**src/rtl/barrel_shifter_pipe.sv**
```systemverilog
// -----------------------------------------------------------------------------
// barrel_shifter_pipe
//
// Pipelined barrel shifter / rotator. One operand enters per cycle. It passes
// through SHW registered mux stages. Stage j shifts by 2^j when bit j of the
// operand's amount is set. A sideband tag travels with every operand, so each
// result can be matched to its request.
//
// Operations (in_op):
//   3'b000 ROL   out[i] = in[(i-k) mod WIDTH]
//   3'b001 ROR   out[i] = in[(i+k) mod WIDTH]
//   3'b010 SLL   zero fill from the LSB side
//   3'b011 SRL   zero fill from the MSB side
//   3'b100 SRA   fill with the operand's sign bit
//   3'b101..111  pass-through, the amount is ignored
//
// Ports:
//   clk        rising-edge clock
//   reset      synchronous, active-high; flushes every stage
//   in_valid   operand presented this cycle
//   in_ready   block accepts an operand this cycle
//   in_data    operand, WIDTH bits
//   in_amt     shift/rotate amount, SHW bits
//   in_op      operation select, 3 bits
//   in_tag     sideband tag, TAG_W bits, returned unchanged
//   out_valid  result valid
//   out_ready  downstream accepts the result
//   out_data   result, WIDTH bits
//   out_tag    tag belonging to out_data
//
// Handshake: a transfer happens on a side when its valid and ready are both
// high at a rising edge. The whole pipe moves as one unit. It advances when
// the last stage is empty or being drained (advance = out_ready ||
// !out_valid). Otherwise every stage holds. in_ready equals advance, so the
// input side never waits on anything except the output side. Bubbles are
// carried along and are not squeezed out, so the latency is always exactly
// SHW cycles. While the output is stalled, out_data and out_tag stay stable.
// -----------------------------------------------------------------------------
module barrel_shifter_pipe #(
  parameter  int WIDTH = 16,
  parameter  int TAG_W = 4,
  localparam int SHW   = $clog2(WIDTH)
) (
  input  logic             clk,
  input  logic             reset,
  input  logic             in_valid,
  output logic             in_ready,
  input  logic [WIDTH-1:0] in_data,
  input  logic [SHW-1:0]   in_amt,
  input  logic [2:0]       in_op,
  input  logic [TAG_W-1:0] in_tag,
  output logic             out_valid,
  input  logic             out_ready,
  output logic [WIDTH-1:0] out_data,
  output logic [TAG_W-1:0] out_tag
);

  localparam logic [2:0] OP_ROL = 3'b000;
  localparam logic [2:0] OP_ROR = 3'b001;
  localparam logic [2:0] OP_SLL = 3'b010;
  localparam logic [2:0] OP_SRL = 3'b011;
  localparam logic [2:0] OP_SRA = 3'b100;

  // Everything one operand needs on its way down the pipe. The full amount
  // and op go along to every stage; each stage looks only at its own amount
  // bit.
  typedef struct packed {
    logic             valid;
    logic [WIDTH-1:0] data;
    logic [SHW-1:0]   amt;
    logic [2:0]       op;
    logic [TAG_W-1:0] tag;
  } stage_t;

  stage_t in_stage;
  stage_t stg_d [SHW];
  stage_t stg_q [SHW];
  logic   advance;

  // One mux step: apply op by a fixed distance s (1 <= s <= WIDTH/2).
  // Pass-through codes fall into the default and leave the data untouched.
  function automatic logic [WIDTH-1:0] shift_step(
    input logic [WIDTH-1:0] d,
    input logic [2:0]       op,
    input int               s
  );
    logic [WIDTH-1:0] r;
    r = d;
    case (op)
      OP_ROL:  r = (d << s) | (d >> (WIDTH - s));
      OP_ROR:  r = (d >> s) | (d << (WIDTH - s));
      OP_SLL:  r = d << s;
      OP_SRL:  r = d >> s;
      OP_SRA:  r = $unsigned($signed(d) >>> s);
      default: r = d;
    endcase
    return r;
  endfunction

  assign advance  = out_ready || !stg_q[SHW-1].valid;
  assign in_ready = advance;

  // Operand fields are zeroed when no operand is presented. Bubbles then
  // carry clean zeros instead of whatever is on the input bus.
  always_comb begin
    in_stage = '0;
    if (in_valid) begin
      in_stage.valid = 1'b1;
      in_stage.data  = in_data;
      in_stage.amt   = in_amt;
      in_stage.op    = in_op;
      in_stage.tag   = in_tag;
    end
  end

  // Next value of every stage register. Stage 0 works on the incoming
  // operand; stage j works on the output of stage j-1.
  always_comb begin
    stg_d[0] = in_stage;
    if (in_stage.amt[0]) begin
      stg_d[0].data = shift_step(in_stage.data, in_stage.op, 1);
    end
    for (int j = 1; j < SHW; j++) begin
      stg_d[j] = stg_q[j-1];
      if (stg_q[j-1].amt[j]) begin
        stg_d[j].data = shift_step(stg_q[j-1].data, stg_q[j-1].op, 1 << j);
      end
    end
  end

  // A full reset clear also forces out_data and out_tag to zero. Any operands
  // in flight are dropped.
  always_ff @(posedge clk) begin
    if (reset) begin
      for (int j = 0; j < SHW; j++) begin
        stg_q[j] <= '0;
      end
    end else if (advance) begin
      for (int j = 0; j < SHW; j++) begin
        stg_q[j] <= stg_d[j];
      end
    end
  end

  assign out_valid = stg_q[SHW-1].valid;
  assign out_data  = stg_q[SHW-1].data;
  assign out_tag   = stg_q[SHW-1].tag;

endmodule

```
**config.mk**
```make
export PLATFORM = sky130hd
export DESIGN_NAME = barrel_shifter_pipe
export DESIGN_NICKNAME = d
export VERILOG_FILES = /design/src/rtl/barrel_shifter_pipe.sv
export SDC_FILE = /design/constraint.sdc
export NUM_CORES = 1
export LEC_CHECK = 0
export ABC_AREA = 1
export CORE_ASPECT_RATIO = 1.4
export CORE_MARGIN = 5
export CORE_UTILIZATION = 53
export CTS_CLUSTER_SIZE = 25
export DETAILED_ROUTE_END_ITERATION = 7
export PLACE_DENSITY = 0.75
export SYNTH_ARGS = -nofsm -noshare
export SYNTH_HDL_FRONTEND = slang
export SYNTH_SLANG_ARGS = --single-unit
```
**constraint.sdc**
```tcl
create_clock -name clk -period 5.4 [get_ports clk]
set_clock_uncertainty 0.2 [all_clocks]
set_input_delay 0.54 -clock clk [delete_from_list [all_inputs] [get_ports clk]]
set_output_delay 0.54 -clock clk [all_outputs]
set_load 0.02 [all_outputs]
```
==> Slide: Implementation Results, run 1 <==
Implementation Results

Pwr
  • Fraction of power consumed by combinational cells: 12.8%
  • Portion of total power attributed to sequential cells: 50.1%
  • Sw power: 0.4605 mW
  • Ratio of total power to cell area: 295.5 mW/mm2
  • Share of power burned in the clock network: 37.1%
  • Internal Power: 1.402 mW

Final layout
  • Diodes inserted: 0
  • Largest registers: stg_q x99
  • Area overhead of the layout relative to synthesis: 15.32%

Routing
  • Residual DRC count: 0
  • Detail Route Antenna Nets: 0

Run status
  • Status: finished clean

Die
  • Starting utilization of the core area: 53.37%
  • Die W: 95.82 um

Worst setup path
  • Crit-path slowest cell: inv_1
  • Crit path DAT: 2.75 ns
  • Buffering stage count on the worst path with inverters included: 4
  • Capturing element type of the critical path: register
  • Critical path cell sequence: clkdlybuf4s50_1 > inv_1 > nand2_1 > nand2_2 > buf_4 > inv_1 > nand2_2 > nor2_1
  • Depth of the most critical reg-to-reg path: 6
  • Worst setup slack for register-to-register paths: 2.82 ns
  • Required @ worst endpoint: 5.30 ns
  • Type of element launching the critical path: primary input

Clock network
  • Clock tree from TritonCTS: yes
  • CTS Root Cell: clkbuf_16
  • H-Tree Depth: 3
  • Hold bufs inserted after CTS: 0
  • Clock input transition at the sequential cells of the worst setup and hold paths: 0.07 ns
  • Post-CTS setup buffer count: 0
  • Post_cts resized: 0

STA
  • Tmin final: 2.843 ns
  • Final count of negative-setup-slack endpoints: 0
  • Tightest hold margin: 0.3464 ns
  • Final max-slew violation count: 0
  • Hold Vio Cnt, Final: 0
  • Worst Tran Pin Value: 1.192 ns

Min path
  • Startpoint of the most critical hold path: stg_q[2][27]

Global routing
  • Number of antenna violations at the first check in global routing: 0
  • Global router's overall resource usage: 18.24%

Job
  • Number of warnings in the stage logs: 26
  • Maximum Capacitance Violations: 0

Yosys
  • Synthesized instance count: 639
  • Synth warnings: 0
  • Post-synthesis instance area: 0.005465 mm2
  • Syn_area_per_cell: 8.553 um2
  • Register share after synthesis: 54.40%

Place
  • DPL Wire Length: 7609 um
==> run 1: worst min-delay path: stages, from the launching register on <==
cell	delay, ns
edfxtp_1	0.32
inv_1	0.04
nor2_1	0.08
==> run 1: logic make-up after synthesis <==
| group | Yosys count | synth area share (%) |
|---|---|---|
| flops | 99 | 54.40 |
| buf+inv | 140 | 11.72 |
| simple gates | 311 | 25.34 |
| compound gates | 89 | 8.539 |
==> run 1: synth_stat cells, drive strengths merged <==
cell type,number,area share [%]
o21ai,29,2.8
buf,22,3.1
nand3,51,5.6
nand4,8,0.92
inv,114,7.9
a21oi,59,5.4
clkbuf,4,0.66
nor2,82,6.4
edfxtp,99,54
o21bai,1,0.34
nand2,170,12
==> run 1: per-layer routing <==
layer,vias up,share of wire [%],track usage [%]
met1,1852,37,17.97
met5,-,0,0
met4,0,3.7,10.64
met3,29,4.4,2.884
li1,2129,-,-
met2,131,55,34.93
==> run 1: worst max path at each step <==
stage | end
after global routing | stg_q[0][1]
after floorplan | stg_q[0][0]
final | stg_q[0][1]
after CTS | stg_q[0][1]
after global placement | stg_q[0][9]
after detailed placement | stg_q[0][1]
==> run 1: power groups by stage <==
stage	combinational, mW	clock, mW	sequential, mW
after CTS	0.240	0.699	0.931
after floorplan	0.156	0	0.954
after detailed placement	0.238	0	0.948
after global routing	0.267	0.732	0.936
final	0.239	0.691	0.932
after global placement	0.233	0	0.945
==> run 1: metrics by stage <==
| stage | instances | setup slack (ns) | power, mW | area, um2 |
|---|---|---|---|---|
| after floorplan | 639 | 1.210 | 1.110 | 5465 |
| after global placement | 805 | 2.286 | 1.178 | 5978 |
| after detailed placement | 805 | 2.190 | 1.186 | 5978 |
| after CTS | 821 | 2.550 | 1.871 | 6302 |
| after global routing | 821 | 2.365 | 1.935 | 6302 |
| final | 821 | 2.557 | 1.862 | 6302 |
==> run 1: layout make-up <==
cell class                      count  area (um2)
Clock buffer                        9       225.2
Clock inverter                      7       98.84
Fill cell                         861        3938
Inverter                          114       432.9
Multi-Input combinational cell    400        1864
Sequential cell                    99        2973
Tap cell                          138       172.7
Timing Repair Buffer               54       535.5
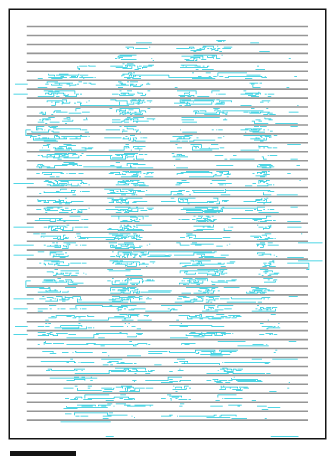
(run_1/met1.png)
Bar = 20 um. Supply wires on this layer in gray.
share of all routed wire = 37%
longest straight run = 19.3 um
main direction = horizontal
wire length on this layer = 3950 um
total vias in the final route: 4141
post-detailed-routing wire length: 10770 um
met1 Resource Use GR: 17.97%

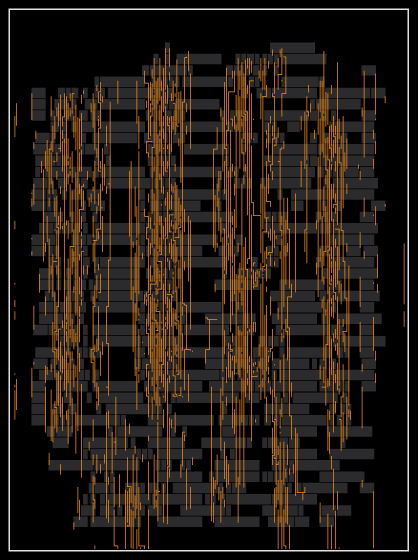
(run_1/met2.png)
Cells faint in the background.
nets with wire on the layer = 532
main direction = vertical
wire length on this layer = 5950 um
share of all routed wire = 55%
longest straight run = 75.5 um

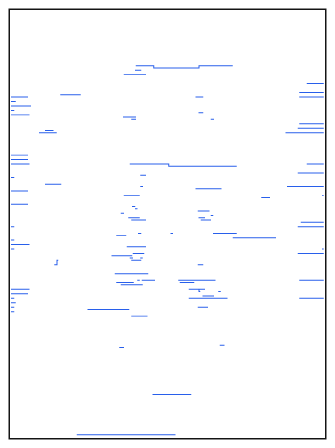
(run_1/met3.png)
share of all routed wire = 4.4%
wire length on this layer = 469 um
main direction = horizontal

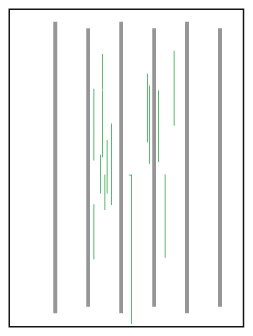
(run_1/met4.png)
Supply wires on this layer in gray.
wire length on this layer = 394 um
share of all routed wire = 3.7%
longest straight run = 61.1 um
main direction = vertical

## Run 2: what changed since run 1
- clock period: 5.4 -> 2.74 ns (I/O delays scaled with it)
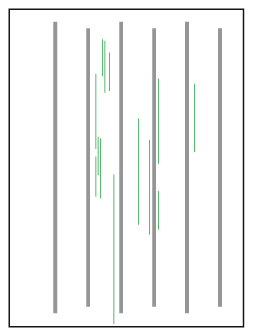
(run_2/met4.png)
Supply wires on this layer in gray.
total vias in the final route: 4223
post-detailed-routing wire length: 11160 um

==> run 2 against run 1 <==
Critical path depth fell by 1. Routed wire length rose by 3.7%. Setup slack got worse by 1.9 ns. First-iteration DRC count fell by 4.7%. Final area rose by 1.6%. Global-route usage rose by 0.72 points. Synthesized cell count did not move. Flip-flop count did not move. Sequential share of layout area fell by 0.73 points. Critical path type is now register to register. Critical endpoint is now stg_q[2][13]. Largest cell class unchanged. Largest power group unchanged.
==> Slide: Implementation Results, run 2 <==
Implementation Results

Run status
  • Status: finished clean

Routing
  • Detail Route Antenna Nets: 0 (unchanged)

Yosys
  • Synthesized instance count: 639 (unchanged)
  • Top cell type by instance count after synthesis: nand2_1
  • Dominant flop cell: edfxtp_1
  • Post-synthesis instance area: 0.005465 mm2 (unchanged)
  • Yosys top cell by area: edfxtp_1
  • Synth warnings: 0 (unchanged)
  • Register share after synthesis: 54.40% (unchanged)
  • Biggest area cells: edfxtp_1 (54%), nand2_1 (11%), inv_1 (7.4%)

Clock network
  • H-Tree Depth: 3 (unchanged)
  • CTS Root Cell: clkbuf_16
  • Post_cts resized: 0 (unchanged)
  • Hold bufs inserted after CTS: 0 (unchanged)
  • Post-CTS setup buffer count: 0 (unchanged)

Die
  • Starting utilization of the core area: 53.37% (unchanged)

Final layout
  • Fillcell total: 860 (-0.12%)
  • Largest registers: stg_q x99
  • Area overhead of the layout relative to synthesis: 17.12%
  • Diodes inserted: 0 (unchanged)

Worst setup path
  • Capturing element type of the critical path: register
  • Depth of the most critical reg-to-reg path: 7 (+1)
  • Type of element launching the critical path: register
  • Required @ worst endpoint: 2.63 ns (-2.67 ns)

STA
  • Tmin final: 2.108 ns
  • Hold Vio Cnt, Final: 0 (unchanged)
  • Final max-slew violation count: 0 (unchanged)
  • Final count of negative-setup-slack endpoints: 0 (unchanged)

Job
  • Maximum Capacitance Violations: 0 (unchanged)
  • Number of warnings in the stage logs: 26 (unchanged)

Place
  • DPL Wire Length: 8100 um (+6.5%)

Pwr
  • Ratio of total power to cell area: 585.2 mW/mm2 (+98%)

Global routing
  • Number of antenna violations at the first check in global routing: 0 (unchanged)
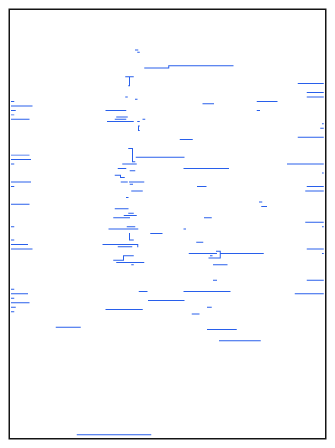
(run_2/met3.png)
nets with wire on the layer = 71
share of all routed wire = 4.1%
main direction = horizontal
longest straight run = 22.3 um
wire length on this layer = 457 um
met3 usage in global routing: 3.230%

run 2: worst max path at each step:
stage            startpoint           end  slack, ns  cells past startpoint
3_3_place_gp       in_valid  stg_q[0][26]       0.61                      7
2_1_floorplan  stg_q[3][27]   stg_q[0][0]       0.69                      1
3_5_place_dp       in_valid  stg_q[0][26]       0.57                      7
6_report        stg_q[1][4]  stg_q[2][13]       0.63                      7
5_1_grt         stg_q[1][4]  stg_q[2][11]       0.50                      7
4_1_cts         stg_q[1][4]  stg_q[2][13]       0.65                      7
run 2: critical path, cell delays in order (launching register included):
cell,delay (ns)
edfxtp_1,0.56
nor2_8,0.23
nor2_2,0.07
nor2_4,0.38
buf_4,0.22
nand2_1,0.05
nor2_1,0.10
nor2_1,0.06
run 2: power by group:
| group | internal, mW | switching [mW] |
|---|---|---|
| Sequential | 1.78 | 0.0631 |
| Combinational | 0.190 | 0.294 |
| Clock | 0.890 | 0.533 |
| Total | 2.86 | 0.890 |
run 2: final cells by class:
cell class | count | area, um2 | area share [%]
Timing Repair Buffer | 60 | 618.1 | 9.656
Tap cell | 138 | 172.7 | 2.697
Clock inverter | 7 | 115.1 | 1.798
Clock buffer | 9 | 225.2 | 3.518
Sequential cell | 99 | 2973 | 46.44
Multi-Input combinational cell | 400 | 1864 | 29.12
Inverter | 114 | 432.9 | 6.763
run 2: kinds of logic after synthesis:
| group | Yosys count | synth area share, % |
|---|---|---|
| AND-OR/OR-AND | 89 | 8.539 |
| buffers and inverters | 140 | 11.72 |
| flip-flops | 99 | 54.40 |
| AND/OR/NAND/NOR | 311 | 25.34 |
run 2: layer usage:
layer / vias up / share of wire, % / global-route usage (%)
met4: 0 / 3.2 / 9.966
met3: 31 / 4.1 / 3.230
li1: 2145 / - / -
met5: - / 0 / 0
met1: 1904 / 36 / 18.30
met2: 143 / 57 / 37.10
run 2: per-stage QoR:
step / setup slack (ns) / hold slack, ns / std cells / area, um2 / power, mW
floorplan: 0.6921 / 0.2820 / 639 / 5478 / 2.187
global placement: 0.6057 / 0.3247 / 811 / 6061 / 2.334
detailed placement: 0.5698 / 0.3307 / 811 / 6061 / 2.350
CTS: 0.6524 / 0.3478 / 827 / 6401 / 3.755
global route: 0.4986 / 0.3726 / 827 / 6401 / 3.896
finish: 0.6324 / 0.3496 / 827 / 6401 / 3.746
## Run 3: what changed since run 2
- CORE_UTILIZATION: 53 -> 52
- PLACE_DENSITY: 0.75 -> 0.77
- clock period: 2.74 -> 1.9 ns (I/O delays scaled with it)
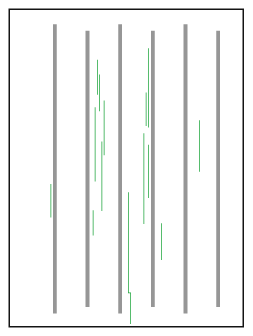
(run_3/met4.png)
Supply wires on this layer in gray.
longest straight run = 41.6 um
wire length on this layer = 331 um
main direction = vertical

==> run 3 against run 2 <==
Sequential share of layout area is 0.85 points lower. Total power is 42% higher. Cell count is 1.2% higher. Synthesized cell count stayed put. Hold slack worse by 0.065 ns. First-iteration DRC count is 8.2% lower. Critical path type unchanged. Largest power group unchanged.
==> Slide: Implementation Results, run 3 <==
Implementation Results

Routing
  • Post-detailed-routing wire length: 11100 um (-0.56%)
  • Total vias in the final route: 4275 (+1.2%)
  • Detail Route Antenna Nets: 0 (unchanged)

Run status
  • Status: finished clean

Place
  • Worst setup slack after placement: 0.01685 ns (-0.5530 ns)
  • DPL Wire Length: 8149 um (+0.61%)

Yosys
  • Top cell type by instance count after synthesis: nand2_1
  • Synth warnings: 0 (unchanged)
  • Synthesized instance count: 639 (unchanged)
  • Register share after synthesis: 54.40% (unchanged)
  • Biggest area cells: edfxtp_1 (54%), nand2_1 (11%), inv_1 (7.4%)
  • Post-synthesis instance area: 0.005465 mm2 (unchanged)

Clock network
  • CTS Root Cell: clkbuf_16

STA
  • Hold Vio Cnt, Final: 0 (unchanged)
  • Least setup slack across all paths after layout: 0.09216 ns (-0.5403 ns)

Final layout
  • Post-route insts no fill: 837 (+1.2%)
  • Diodes inserted: 0 (unchanged)
  • Largest registers: stg_q x99
  • Fillcell total: 851 (-1.0%)

Job
  • Maximum Capacitance Violations: 0 (unchanged)

Die
  • Starting utilization of the core area: 52.80% (-0.57 points)

Worst setup path
  • Capturing element type of the critical path: register
  • Type of element launching the critical path: register
  • Required @ worst endpoint: 1.80 ns (-0.83 ns)

Global routing
  • Number of antenna violations at the first check in global routing: 0 (unchanged)

Pwr
  • Ratio of total power to cell area: 816.1 mW/mm2 (+39%)
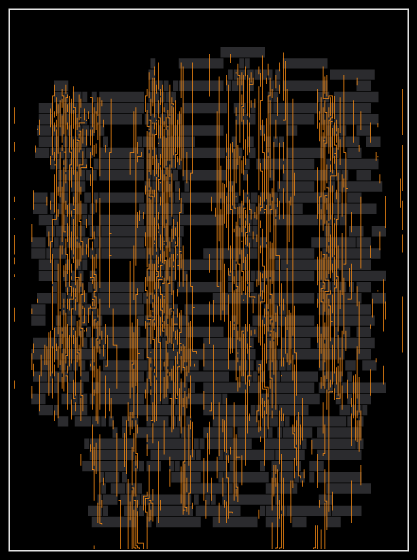
(run_3/met2.png)
Cells faint in the background.
main direction = vertical
share of all routed wire = 57%
nets with wire on the layer = 539
wire length on this layer = 6350 um

[run 3: worst max-delay path, cell delays in order, from the launching register on]
cell      delay (ns)
edfxtp_1        0.48
nor2_4          0.23
nor2_1          0.07
nor2_1          0.13
buf_6           0.20
nand3_1         0.09
nor2_1          0.10
nor2_1          0.05
[run 3: cells by family (layout without fill, tap and decap cells)]
| family | after synthesis | in the layout | share of synthesized area [%] |
|---|---|---|---|
| buffers and inverters | 140 | 200 | 11.72 |
| AOI/OAI and AO/OA | 89 | 89 | 8.539 |
| DFF | 99 | 99 | 54.40 |
| and+or+nand+nor | 311 | 311 | 25.34 |
[run 3: metrics by stage]
stage / TNS, ns / hold slack (ns) / util [%] / power [mW] / area, um2
2_1_floorplan: -14.65 / 0.1980 / - / 3.154 / 5478
5_1_grt: -0.09359 / 0.2879 / 63.00 / 5.540 / 6520
4_1_cts: 0 / 0.2812 / 62.77 / 5.333 / 6496
3_5_place_dp: 0 / 0.3295 / 59.62 / 3.411 / 6171
6_report: 0 / 0.2844 / 63.00 / 5.321 / 6520
3_3_place_gp: 0 / 0.3192 / 59.62 / 3.385 / 6171
[run 3: layout make-up]
cell class	instances	area, um2	area share (%)
Sequential cell	99	2973	45.60
Timing Repair Buffer	70	745.7	11.44
Tap cell	138	172.7	2.648
Multi-Input combinational cell	400	1869	28.67
Clock buffer	9	225.2	3.454
Clock inverter	7	101.3	1.554
Inverter	114	432.9	6.640
[run 3: where the power goes]
group          total, mW  leakage [nW]  switching (mW)  internal (mW)
Sequential          2.65          1.19          0.0899           2.56
Combinational      0.730          1.54           0.431          0.299
Clock               1.94         0.152           0.780           1.16
[run 3: worst paths after layout]
check | start | end | slack, ns | cells past startpoint
hold reg to reg | stg_q[1][27] | stg_q[2][27] | 0.35 | 2
hold / removal | in_tag[0] | stg_q[0][0] | 0.28 | 3
setup / recovery | stg_q[0][4] | stg_q[1][25] | 0.09 | 7
setup reg to reg | stg_q[0][4] | stg_q[1][25] | 0.09 | 7
[run 3: per-layer routing]
metal | up-vias | share of wire, % | global-route usage, %
met3 | 30 | 4.5 | 3.659
met2 | 153 | 57 | 34.91
met5 | - | 0 | 0
met4 | 0 | 3.0 | 8.197
met1 | 1924 | 35 | 17.37
li1 | 2168 | - | -
[run 3: repair_timing]
item	in CTS	in global routing
buffers inserted	0	2
pin swaps	0	1
gates resized	1	3
setup endpoints to repair	1	14
endpoints found under the hold margin	0	0
Power and IR drop assume default switching activity.
